Figure 1. Metal layers overlaid.
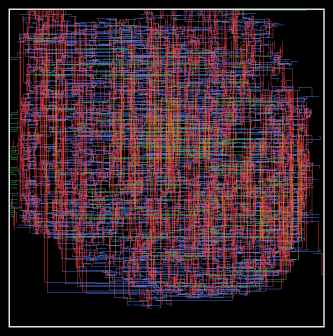
Figure 2. Placement density heat map.
The die is cut into 23 by 23 equal tiles; white is low, dark blue is high, 0 to 100% covered.
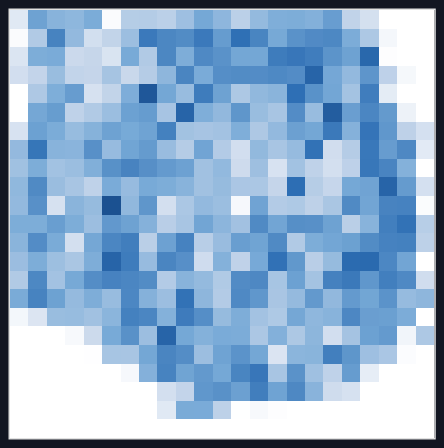
Figure 3. Routing congestion.
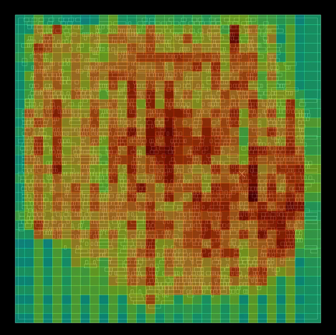
Figure 4. Logic cells by family.
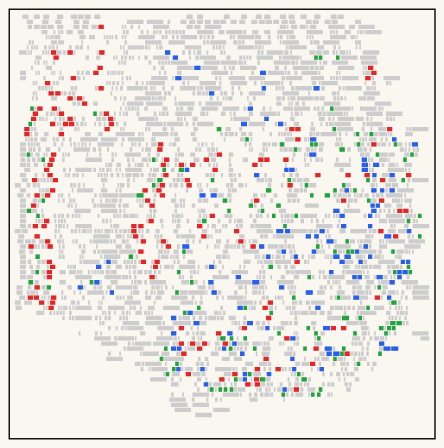
Figure 5. Signal wires on met2.
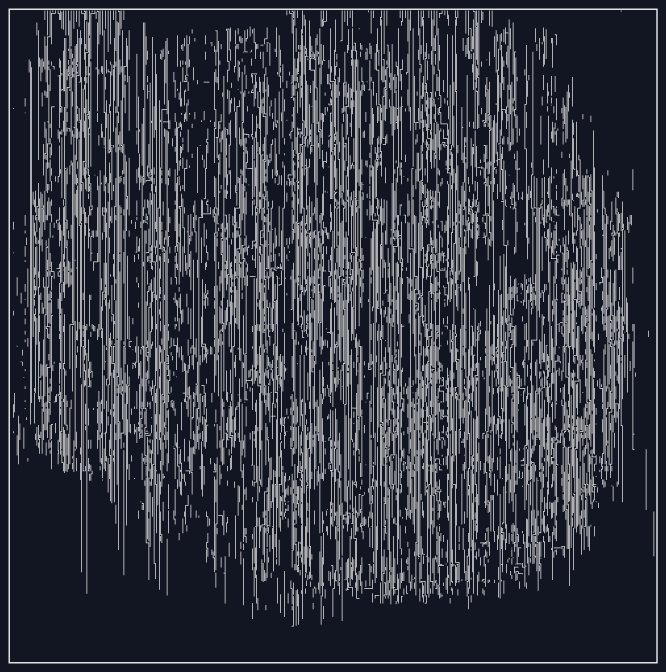
==> config.mk <==
export PLATFORM = sky130hd
export DESIGN_NAME = muldiv_unit
export DESIGN_NICKNAME = d
export VERILOG_FILES = /design/src/rtl/muldiv_unit_pkg.sv /design/src/rtl/muldiv_unit_step.sv /design/src/rtl/muldiv_unit.sv
export SDC_FILE = /design/constraint.sdc
export NUM_CORES = 1
export LEC_CHECK = 0
export CAP_MARGIN = 20
export CORE_AREA = 2 2 224 226
export DETAILED_ROUTE_END_ITERATION = 6
export DIE_AREA = 0 0 226 228
export HOLD_SLACK_MARGIN = 0.02
export PLACE_DENSITY = 0.58
export SKIP_CTS_REPAIR_TIMING = 1
export SLEW_MARGIN = 0
export SYNTH_ARGS = -nofsm -noshare
export SYNTH_HDL_FRONTEND = slang
export SYNTH_SLANG_ARGS = --single-unit
==> constraint.sdc <==
create_clock -name clk -period 15.2 [get_ports clk]
set_clock_uncertainty 0.1 [all_clocks]
set_input_delay 2.28 -clock clk [delete_from_list [all_inputs] [get_ports clk]]
set_output_delay 2.28 -clock clk [all_outputs]
set_load 0.1 [all_outputs]
==> src/rtl/muldiv_unit_pkg.sv <==
// Shared types and funct3 codes for the iterative RV32M multiply/divide unit.
package muldiv_unit_pkg;

    typedef enum logic [1:0] {
        IDLE = 2'd0,
        CALC = 2'd1,
        DONE = 2'd2
    } state_t;

    localparam logic [2:0] MD_MUL    = 3'b000;
    localparam logic [2:0] MD_MULH   = 3'b001;
    localparam logic [2:0] MD_MULHSU = 3'b010;
    localparam logic [2:0] MD_MULHU  = 3'b011;
    localparam logic [2:0] MD_DIV    = 3'b100;
    localparam logic [2:0] MD_DIVU   = 3'b101;
    localparam logic [2:0] MD_REM    = 3'b110;
    localparam logic [2:0] MD_REMU   = 3'b111;

endpackage

==> src/rtl/muldiv_unit_step.sv <==
// Combinational radix step: BITS_PER_CYCLE shift-add (mul) or
// restoring shift-subtract (div) iterations on {acc, opnd}.
module muldiv_unit_step #(
    parameter int XLEN           = 32,
    parameter int BITS_PER_CYCLE = 1
) (
    input  logic            is_div,
    input  logic [XLEN-1:0] acc,
    input  logic [XLEN-1:0] opnd,
    input  logic [XLEN-1:0] oper,
    output logic [XLEN-1:0] acc_next,
    output logic [XLEN-1:0] opnd_next
);

    logic [XLEN:0]   sum;
    logic [XLEN-1:0] a;
    logic [XLEN-1:0] q;

    always_comb begin
        a   = acc;
        q   = opnd;
        sum = '0;
        for (int i = 0; i < BITS_PER_CYCLE; i++) begin
            if (is_div) begin
                // borrow out of the top bit means the trial subtract failed
                sum = {a, q[XLEN-1]} - {1'b0, oper};
                if (sum[XLEN]) begin
                    a = {a[XLEN-2:0], q[XLEN-1]};
                    q = {q[XLEN-2:0], 1'b0};
                end else begin
                    a = sum[XLEN-1:0];
                    q = {q[XLEN-2:0], 1'b1};
                end
            end else begin
                sum = {1'b0, a} + (q[0] ? {1'b0, oper} : {(XLEN+1){1'b0}});
                q   = {sum[0], q[XLEN-1:1]};
                a   = sum[XLEN:1];
            end
        end
        acc_next  = a;
        opnd_next = q;
    end

endmodule

==> src/rtl/muldiv_unit.sv <==
// Iterative RV32M multiply/divide unit for the EX stage; busy_o stalls the
// front of the pipe while the FSM iterates, done_o strobes the result.
module muldiv_unit
    import muldiv_unit_pkg::*;
#(
    parameter int XLEN           = 32,
    parameter int BITS_PER_CYCLE = 1,
    parameter int FAST_SPECIAL   = 1
) (
    input  logic            clk,
    input  logic            rst,
    input  logic            start_i,
    input  logic [2:0]      op_i,
    input  logic [XLEN-1:0] rs1_i,
    input  logic [XLEN-1:0] rs2_i,
    input  logic [4:0]      rd_i,
    input  logic            flush_i,
    output logic            busy_o,
    output logic            done_o,
    output logic [XLEN-1:0] result_o,
    output logic [4:0]      rd_o
);

    localparam int N  = XLEN / BITS_PER_CYCLE;
    localparam int CW = (N > 1) ? $clog2(N) : 1;

    state_t            state;
    logic [CW-1:0]     cnt;
    logic [2:0]        op;
    logic [4:0]        rd;
    logic [XLEN-1:0]   acc, opnd, oper, spec_res;
    logic              neg, special;

    logic [XLEN-1:0]   acc_n, opnd_n;
    logic              accept, s1, s2, neg_now, div_zero, ovf, spec_now;
    logic [XLEN-1:0]   mag1, mag2, spec_val, quo, rem, fin;
    logic [2*XLEN-1:0] prod;

    muldiv_unit_step #(
        .XLEN           (XLEN),
        .BITS_PER_CYCLE (BITS_PER_CYCLE)
    ) u_step (
        .is_div    (op[2]),
        .acc       (acc),
        .opnd      (opnd),
        .oper      (oper),
        .acc_next  (acc_n),
        .opnd_next (opnd_n)
    );

    assign accept = start_i & ~flush_i & (state == IDLE || state == DONE);
    assign busy_o = (state == CALC);
    assign done_o = (state == DONE) & ~flush_i;

    always_comb begin
        s1 = rs1_i[XLEN-1] & ~(op_i == MD_MUL || op_i == MD_MULHU ||
                               op_i == MD_DIVU || op_i == MD_REMU);
        s2 = rs2_i[XLEN-1] & (op_i == MD_MULH || op_i == MD_DIV ||
                              op_i == MD_REM);
        mag1 = s1 ? -rs1_i : rs1_i;
        mag2 = s2 ? -rs2_i : rs2_i;
        // remainder takes the dividend's sign, everything else the xor
        neg_now  = (op_i == MD_REM) ? s1 : (s1 ^ s2);
        div_zero = op_i[2] && (rs2_i == '0);
        ovf      = (op_i == MD_DIV || op_i == MD_REM) &&
                   (rs1_i == {1'b1, {(XLEN-1){1'b0}}}) && (&rs2_i);
        spec_now = div_zero | ovf;
        if (op_i[1])
            spec_val = div_zero ? rs1_i : '0;
        else
            spec_val = div_zero ? '1 : rs1_i;
    end

    always_comb begin
        prod = {acc_n, opnd_n};
        if (neg)
            prod = -prod;
        quo = neg ? -opnd_n : opnd_n;
        rem = neg ? -acc_n : acc_n;
        if (special)
            fin = spec_res;
        else if (op == MD_MUL)
            fin = prod[XLEN-1:0];
        else if (!op[2])
            fin = prod[2*XLEN-1:XLEN];
        else if (op[1])
            fin = rem;
        else
            fin = quo;
    end

    always_ff @(posedge clk or negedge rst) begin
        if (!rst) begin
            state    <= IDLE;
            cnt      <= '0;
            op       <= '0;
            rd       <= '0;
            acc      <= '0;
            opnd     <= '0;
            oper     <= '0;
            spec_res <= '0;
            neg      <= 1'b0;
            special  <= 1'b0;
            result_o <= '0;
            rd_o     <= '0;
        end else begin
            unique case (state)
                IDLE, DONE: begin
                    if (accept) begin
                        op       <= op_i;
                        rd       <= rd_i;
                        neg      <= neg_now;
                        special  <= spec_now;
                        spec_res <= spec_val;
                        acc      <= '0;
                        opnd     <= op_i[2] ? mag1 : mag2;
                        oper     <= op_i[2] ? mag2 : mag1;
                        cnt      <= CW'(N - 1);
                        if (spec_now && FAST_SPECIAL != 0) begin
                            state    <= DONE;
                            result_o <= spec_val;
                            rd_o     <= rd_i;
                        end else begin
                            state <= CALC;
                        end
                    end else begin
                        state <= IDLE;
                    end
                end
                CALC: begin
                    if (flush_i) begin
                        state <= IDLE;
                    end else begin
                        acc  <= acc_n;
                        opnd <= opnd_n;
                        cnt  <= cnt - 1'b1;
                        if (cnt == '0) begin
                            state    <= DONE;
                            result_o <= fin;
                            rd_o     <= rd;
                        end
                    end
                end
                default: state <= IDLE;
            endcase
        end
    end

endmodule
==> results.ini <==
[status]
status = complete, but fails checks
failed_checks = design-rule violations

[synth]
top_logic_kind = AND-OR/OR-AND gates
top_area_cell = dfrtp_1
ys.flop_type = dfrtp_1
synth-seq-cells = 182

[worst_hold_path]
hold_start = spec_res[19]$_DFFE_PN0P_

[placement]
portBuffers = 114

[detailed_routing]
antenna_left = 0
first_pass_iters = 7
vias = 19800
drc_errors = 2

[final_layout]
seq_area_sq_um = 4560
clockBufferCount = 18
logic_area_sq_um = 12900
flops = 182
comb.multi_input.count = 2095

[power_and_ir_drop]
power_density_nw_per_um2 = 171
power.internal_mw = 1.59

[floorplanning]
core_area_sq_um = 49300

[global_route]
grt_pass1_vias = 18100

Back to the opening pictures, Figure 1:
legend:
  green:
    layer: metal 3
    wire_length: 5,000 um
  red:
    layer: metal 2
    wire_length: 35.8 mm
  orange:
    layer: metal 4
    wire_length: 3,270 um
  blue:
    layer: metal 1
    wire_length: 34.8 mm

Back to the opening pictures, Figure 2:
mean over tiles: 39%
emptiest ninth of the die: south-west
nearly empty tiles: 17%
fullest tile: 87%
tiles over 75% full: 2.1%

Back to the opening pictures, Figure 3:
gr usage total: 30.3%
met2 usage: 47.8%

Back to the opening pictures, Figure 4:
legend:
  green:
    family: and/or cells
    cells: 129
  red:
    family: xor and xnor cells
    cells: 152
  blue:
    family: non-inverting ao/oa cells
    cells: 117

Back to the opening pictures, Figure 5:
nets with wire on the layer: 2,175
wire length on this layer: 35.8 mm
share of all routed wire: 45%
main direction: vertical
longest straight run: 127 um

## worst max-delay path, delay by kind of cell
family                 cells  cell delay [ns]
buffers and inverters      3             1.34
AND/OR/NAND/NOR           10             3.17
AND-OR/OR-AND              3             0.48
## layout by cell type (no fill, tap or decap), types with 31 or more instances in the layout
cell type,count
inv_1,83
o211ai_1,37
nor3_1,71
a211oi_1,35
nand3_1,40
dfrtp_1,180
mux2i_1,54
xnor2_1,96
and2_1,53
a31oi_1,43
xor2_1,56
nor2_1,231
a21o_1,31
a21oi_1,205
nand2_1,333
ha_1,71
clkdlybuf4s50_1,112
o21ai_0,291
## registers in the layout, indices dropped and copies added (netlist names)
name      flops
acc          32
special       1
spec_res     32
oper         32
rd            5
state         2
cnt           5
op            3
neg           1
result_o     32
rd_o          5
opnd         32
